==> config.mk <==
export PLATFORM = sky130hd
export DESIGN_NAME = pipe_hazard_control
export DESIGN_NICKNAME = d
export VERILOG_FILES = /design/src/rtl/pipe_hazard_control.sv
export SDC_FILE = /design/constraint.sdc
export NUM_CORES = 1
export LEC_CHECK = 0
export ABC_AREA = 1
export CORE_MARGIN = 3
export CORE_UTILIZATION = 45
export CTS_CLUSTER_DIAMETER = 40
export DETAILED_ROUTE_END_ITERATION = 7
export PLACE_DENSITY = 0.76
export SKIP_LAST_GASP = 1
export SLEW_MARGIN = 20
export SYNTH_ARGS = -nofsm -noshare
export SYNTH_HDL_FRONTEND = slang
export SYNTH_SLANG_ARGS = --single-unit
==> constraint.sdc <==
create_clock -name clk -period 1.32 [get_ports clk]
set_input_delay 0.264 -clock clk [delete_from_list [all_inputs] [get_ports clk]]
set_output_delay 0.264 -clock clk [all_outputs]
set_load 0.02 [all_outputs]
==> src/rtl/pipe_hazard_control.sv <==
// Pipelined RV32I control: ID decode, ID/EX -> EX/MEM -> MEM/WB control carry,
// load-use / RAW stalls, EX-stage redirect with flush, forwarding selects and global memory stall.
module pipe_hazard_control #(
   parameter int unsigned INSTR_WIDTH    = 32,
   parameter int unsigned REG_ADDR_WIDTH = 5,
   parameter int unsigned ALU_SEL_WIDTH  = 4,
   parameter bit          FORWARD_EN     = 1'b1
) (
   input  logic                      clk,
   input  logic                      rst_n,
   input  logic [INSTR_WIDTH-1:0]    instr_decode,
   input  logic                      id_valid,
   input  logic                      br_eq,
   input  logic                      br_lt,
   input  logic                      mem_stall,
   output logic [2:0]                id_imm_sel,
   output logic                      stall_if_id,
   output logic                      flush_if_id,
   output logic                      pc_sel,
   output logic                      ex_a_sel,
   output logic                      ex_b_sel,
   output logic [ALU_SEL_WIDTH-1:0]  ex_alu_sel,
   output logic                      ex_br_unsign,
   output logic [1:0]                ex_fwd_a,
   output logic [1:0]                ex_fwd_b,
   output logic                      mem_write_en,
   output logic [2:0]                mem_funct3,
   output logic                      wb_reg_write_en,
   output logic [1:0]                wb_sel,
   output logic [REG_ADDR_WIDTH-1:0] wb_rd,
   output logic                      illegal_instr
);

   localparam logic [6:0] OPC_LUI    = 7'b0110111;
   localparam logic [6:0] OPC_AUIPC  = 7'b0010111;
   localparam logic [6:0] OPC_JAL    = 7'b1101111;
   localparam logic [6:0] OPC_JALR   = 7'b1100111;
   localparam logic [6:0] OPC_BRANCH = 7'b1100011;
   localparam logic [6:0] OPC_LOAD   = 7'b0000011;
   localparam logic [6:0] OPC_STORE  = 7'b0100011;
   localparam logic [6:0] OPC_IMM    = 7'b0010011;
   localparam logic [6:0] OPC_R      = 7'b0110011;

   // A stage holding all-zero controls is a bubble.
   typedef struct packed {
      logic [REG_ADDR_WIDTH-1:0] rd;
      logic                      reg_write;
      logic                      mem_write;
      logic                      is_load;
      logic                      is_jal;
      logic                      is_jalr;
      logic                      is_branch;
      logic                      a_sel;
      logic                      b_sel;
      logic                      br_unsign;
      logic [2:0]                funct3;
      logic [ALU_SEL_WIDTH-1:0]  alu_sel;
      logic [1:0]                wb_sel;
   } ctrl_t;

   logic [6:0]                opcode;
   logic [2:0]                id_funct3;
   logic [REG_ADDR_WIDTH-1:0] id_rd, id_rs1, id_rs2;
   logic                      f7_b5;
   logic                      unused_bits;

   ctrl_t                     dec, ex;
   logic                      known, use_rs1, use_rs2;
   logic [1:0]                fwd_a_nx, fwd_b_nx;
   logic                      ex_hit, mem_hit, load_use, hazard, taken, redirect;

   logic [REG_ADDR_WIDTH-1:0] mem_rd;
   logic                      mem_reg_write;
   logic [1:0]                mem_wb_sel;

   assign opcode      = instr_decode[6:0];
   assign id_rd       = REG_ADDR_WIDTH'(instr_decode[11:7]);
   assign id_funct3   = instr_decode[14:12];
   assign id_rs1      = REG_ADDR_WIDTH'(instr_decode[19:15]);
   assign id_rs2      = REG_ADDR_WIDTH'(instr_decode[24:20]);
   assign f7_b5       = instr_decode[30];
   assign unused_bits = ^{instr_decode[INSTR_WIDTH-1:31], instr_decode[29:25]};

   // ID decode; everything stays zero while IF/ID is invalid
   always_comb begin
      dec        = '0;
      known      = 1'b0;
      use_rs1    = 1'b0;
      use_rs2    = 1'b0;
      id_imm_sel = 3'd0;
      if (id_valid) begin
         case (opcode)
            OPC_LUI: begin
               known = 1'b1; dec.reg_write = 1'b1; dec.b_sel = 1'b1;
               dec.alu_sel = ALU_SEL_WIDTH'(4'hF); dec.wb_sel = 2'd1; id_imm_sel = 3'd3;
            end
            OPC_AUIPC: begin
               known = 1'b1; dec.reg_write = 1'b1; dec.a_sel = 1'b1; dec.b_sel = 1'b1;
               dec.wb_sel = 2'd1; id_imm_sel = 3'd3;
            end
            OPC_JAL: begin
               known = 1'b1; dec.reg_write = 1'b1; dec.is_jal = 1'b1; dec.a_sel = 1'b1;
               dec.b_sel = 1'b1; dec.wb_sel = 2'd2; id_imm_sel = 3'd4;
            end
            OPC_JALR: begin
               known = 1'b1; dec.reg_write = 1'b1; dec.is_jalr = 1'b1; dec.b_sel = 1'b1;
               dec.wb_sel = 2'd2; use_rs1 = 1'b1;
            end
            OPC_BRANCH: begin
               known = 1'b1; dec.is_branch = 1'b1; dec.a_sel = 1'b1; dec.b_sel = 1'b1;
               dec.br_unsign = id_funct3[1]; dec.funct3 = id_funct3;
               use_rs1 = 1'b1; use_rs2 = 1'b1; id_imm_sel = 3'd2;
            end
            OPC_LOAD: begin
               known = 1'b1; dec.reg_write = 1'b1; dec.is_load = 1'b1; dec.b_sel = 1'b1;
               dec.funct3 = id_funct3; dec.wb_sel = 2'd0; use_rs1 = 1'b1;
            end
            OPC_STORE: begin
               known = 1'b1; dec.mem_write = 1'b1; dec.b_sel = 1'b1; dec.funct3 = id_funct3;
               use_rs1 = 1'b1; use_rs2 = 1'b1; id_imm_sel = 3'd1;
            end
            OPC_IMM: begin
               known = 1'b1; dec.reg_write = 1'b1; dec.b_sel = 1'b1; dec.wb_sel = 2'd1;
               dec.alu_sel = ALU_SEL_WIDTH'({(id_funct3 == 3'd5) ? f7_b5 : 1'b0, id_funct3});
               use_rs1 = 1'b1;
            end
            OPC_R: begin
               known = 1'b1; dec.reg_write = 1'b1; dec.wb_sel = 2'd1;
               dec.alu_sel = ALU_SEL_WIDTH'({f7_b5, id_funct3});
               use_rs1 = 1'b1; use_rs2 = 1'b1;
            end
            default: ;
         endcase
      end
      dec.reg_write = dec.reg_write & (id_rd != '0);
      dec.rd        = dec.reg_write ? id_rd : '0;
   end

   assign ex_hit  = ex.reg_write &&
                    ((use_rs1 && id_rs1 == ex.rd) || (use_rs2 && id_rs2 == ex.rd));
   assign mem_hit = mem_reg_write &&
                    ((use_rs1 && id_rs1 == mem_rd) || (use_rs2 && id_rs2 == mem_rd));
   assign load_use = ex.is_load && ex_hit;
   assign hazard   = FORWARD_EN ? load_use : (ex_hit || mem_hit);

   always_comb begin
      taken = 1'b0;
      case (ex.funct3[2:1])
         2'b00:   taken = br_eq ^ ex.funct3[0];
         2'b10,
         2'b11:   taken = br_lt ^ ex.funct3[0];
         default: taken = 1'b0;
      endcase
   end

   assign redirect      = ex.is_jal || ex.is_jalr || (ex.is_branch && taken);
   assign pc_sel        = redirect;
   assign flush_if_id   = redirect && !mem_stall;
   assign stall_if_id   = mem_stall || (hazard && !redirect);
   assign illegal_instr = id_valid && !known && !mem_stall && !redirect;

   // Forward selects are resolved in ID against the producers that will sit in MEM/WB next cycle
   always_comb begin
      fwd_a_nx = 2'd0;
      fwd_b_nx = 2'd0;
      if (FORWARD_EN) begin
         if (use_rs1 && ex.reg_write && ex.rd == id_rs1)         fwd_a_nx = 2'd1;
         else if (use_rs1 && mem_reg_write && mem_rd == id_rs1)  fwd_a_nx = 2'd2;
         if (use_rs2 && ex.reg_write && ex.rd == id_rs2)         fwd_b_nx = 2'd1;
         else if (use_rs2 && mem_reg_write && mem_rd == id_rs2)  fwd_b_nx = 2'd2;
      end
   end

   // Stage registers; mem_stall freezes every stage
   always_ff @(posedge clk or negedge rst_n) begin
      if (!rst_n) begin
         ex              <= '0;
         ex_fwd_a        <= 2'd0;
         ex_fwd_b        <= 2'd0;
         mem_rd          <= '0;
         mem_reg_write   <= 1'b0;
         mem_write_en    <= 1'b0;
         mem_funct3      <= 3'd0;
         mem_wb_sel      <= 2'd0;
         wb_rd           <= '0;
         wb_reg_write_en <= 1'b0;
         wb_sel          <= 2'd0;
      end else if (!mem_stall) begin
         if (redirect || hazard || !known) begin
            ex       <= '0;
            ex_fwd_a <= 2'd0;
            ex_fwd_b <= 2'd0;
         end else begin
            ex       <= dec;
            ex_fwd_a <= fwd_a_nx;
            ex_fwd_b <= fwd_b_nx;
         end
         mem_rd          <= ex.rd;
         mem_reg_write   <= ex.reg_write;
         mem_write_en    <= ex.mem_write;
         mem_funct3      <= (ex.is_load || ex.mem_write) ? ex.funct3 : 3'd0;
         mem_wb_sel      <= ex.wb_sel;
         wb_rd           <= mem_rd;
         wb_reg_write_en <= mem_reg_write;
         wb_sel          <= mem_wb_sel;
      end
   end

   assign ex_a_sel     = ex.a_sel;
   assign ex_b_sel     = ex.b_sel;
   assign ex_alu_sel   = ex.alu_sel;
   assign ex_br_unsign = ex.br_unsign;

endmodule

met1.png
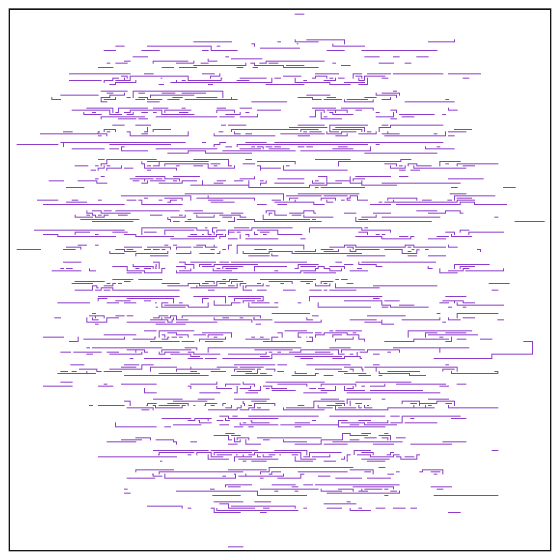
main direction = horizontal
wire length on this layer = 3770 um

==> flow_summary.json <==
{
  "logic_family": "simple AND/OR/NAND/NOR gates",
  "ff_type": "dfrtp_1",
  "violations": "negative setup slack",
  "edf_count": 0,
  "synth-compound-area-share": 0.107,
  "clock_skew_ps": 11.5,
  "period_needed_ps": 2170,
  "p_sw_frac": 0.266,
  "syn_nets": 420,
  "hold_depth": 3,
  "fin_ws_ps": -855,
  "grt_overflow": 0,
  "registers.top_by_ff_count": "ex",
  "finalSetupViolations": 34,
  "status": "finished, violations left",
  "ys_sh_mux": 0,
  "clock_power_mw": 0.876,
  "route.top_layer_used": "met4",
  "largest_class": "logic gates",
  "vias_per_cell": 5.40,
  "endpoint_kind": "output port",
  "drt-met1-wl_mm": 3.77,
  "antenna_left": 0,
  "die_area_um2": 7360,
  "area_growth_pct": 58.5,
  "dpl.cell_count": 562
}
final_placement.png
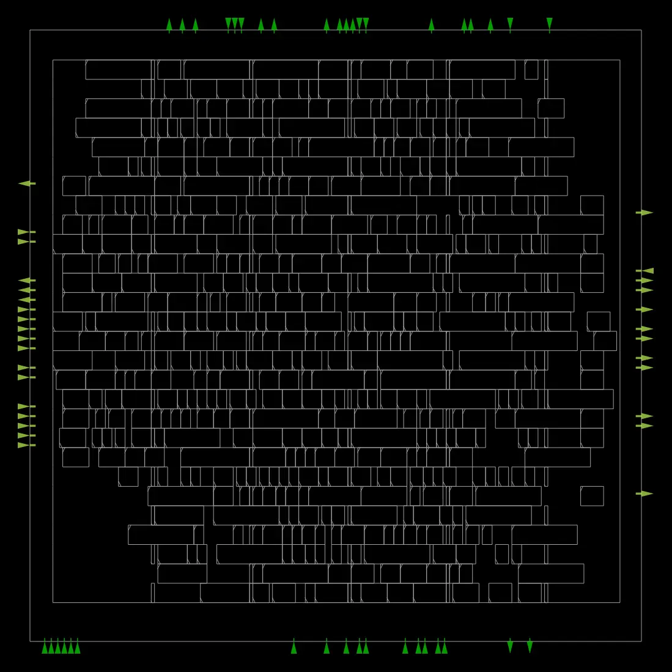
n_taps: 75
final core occ: 0.750

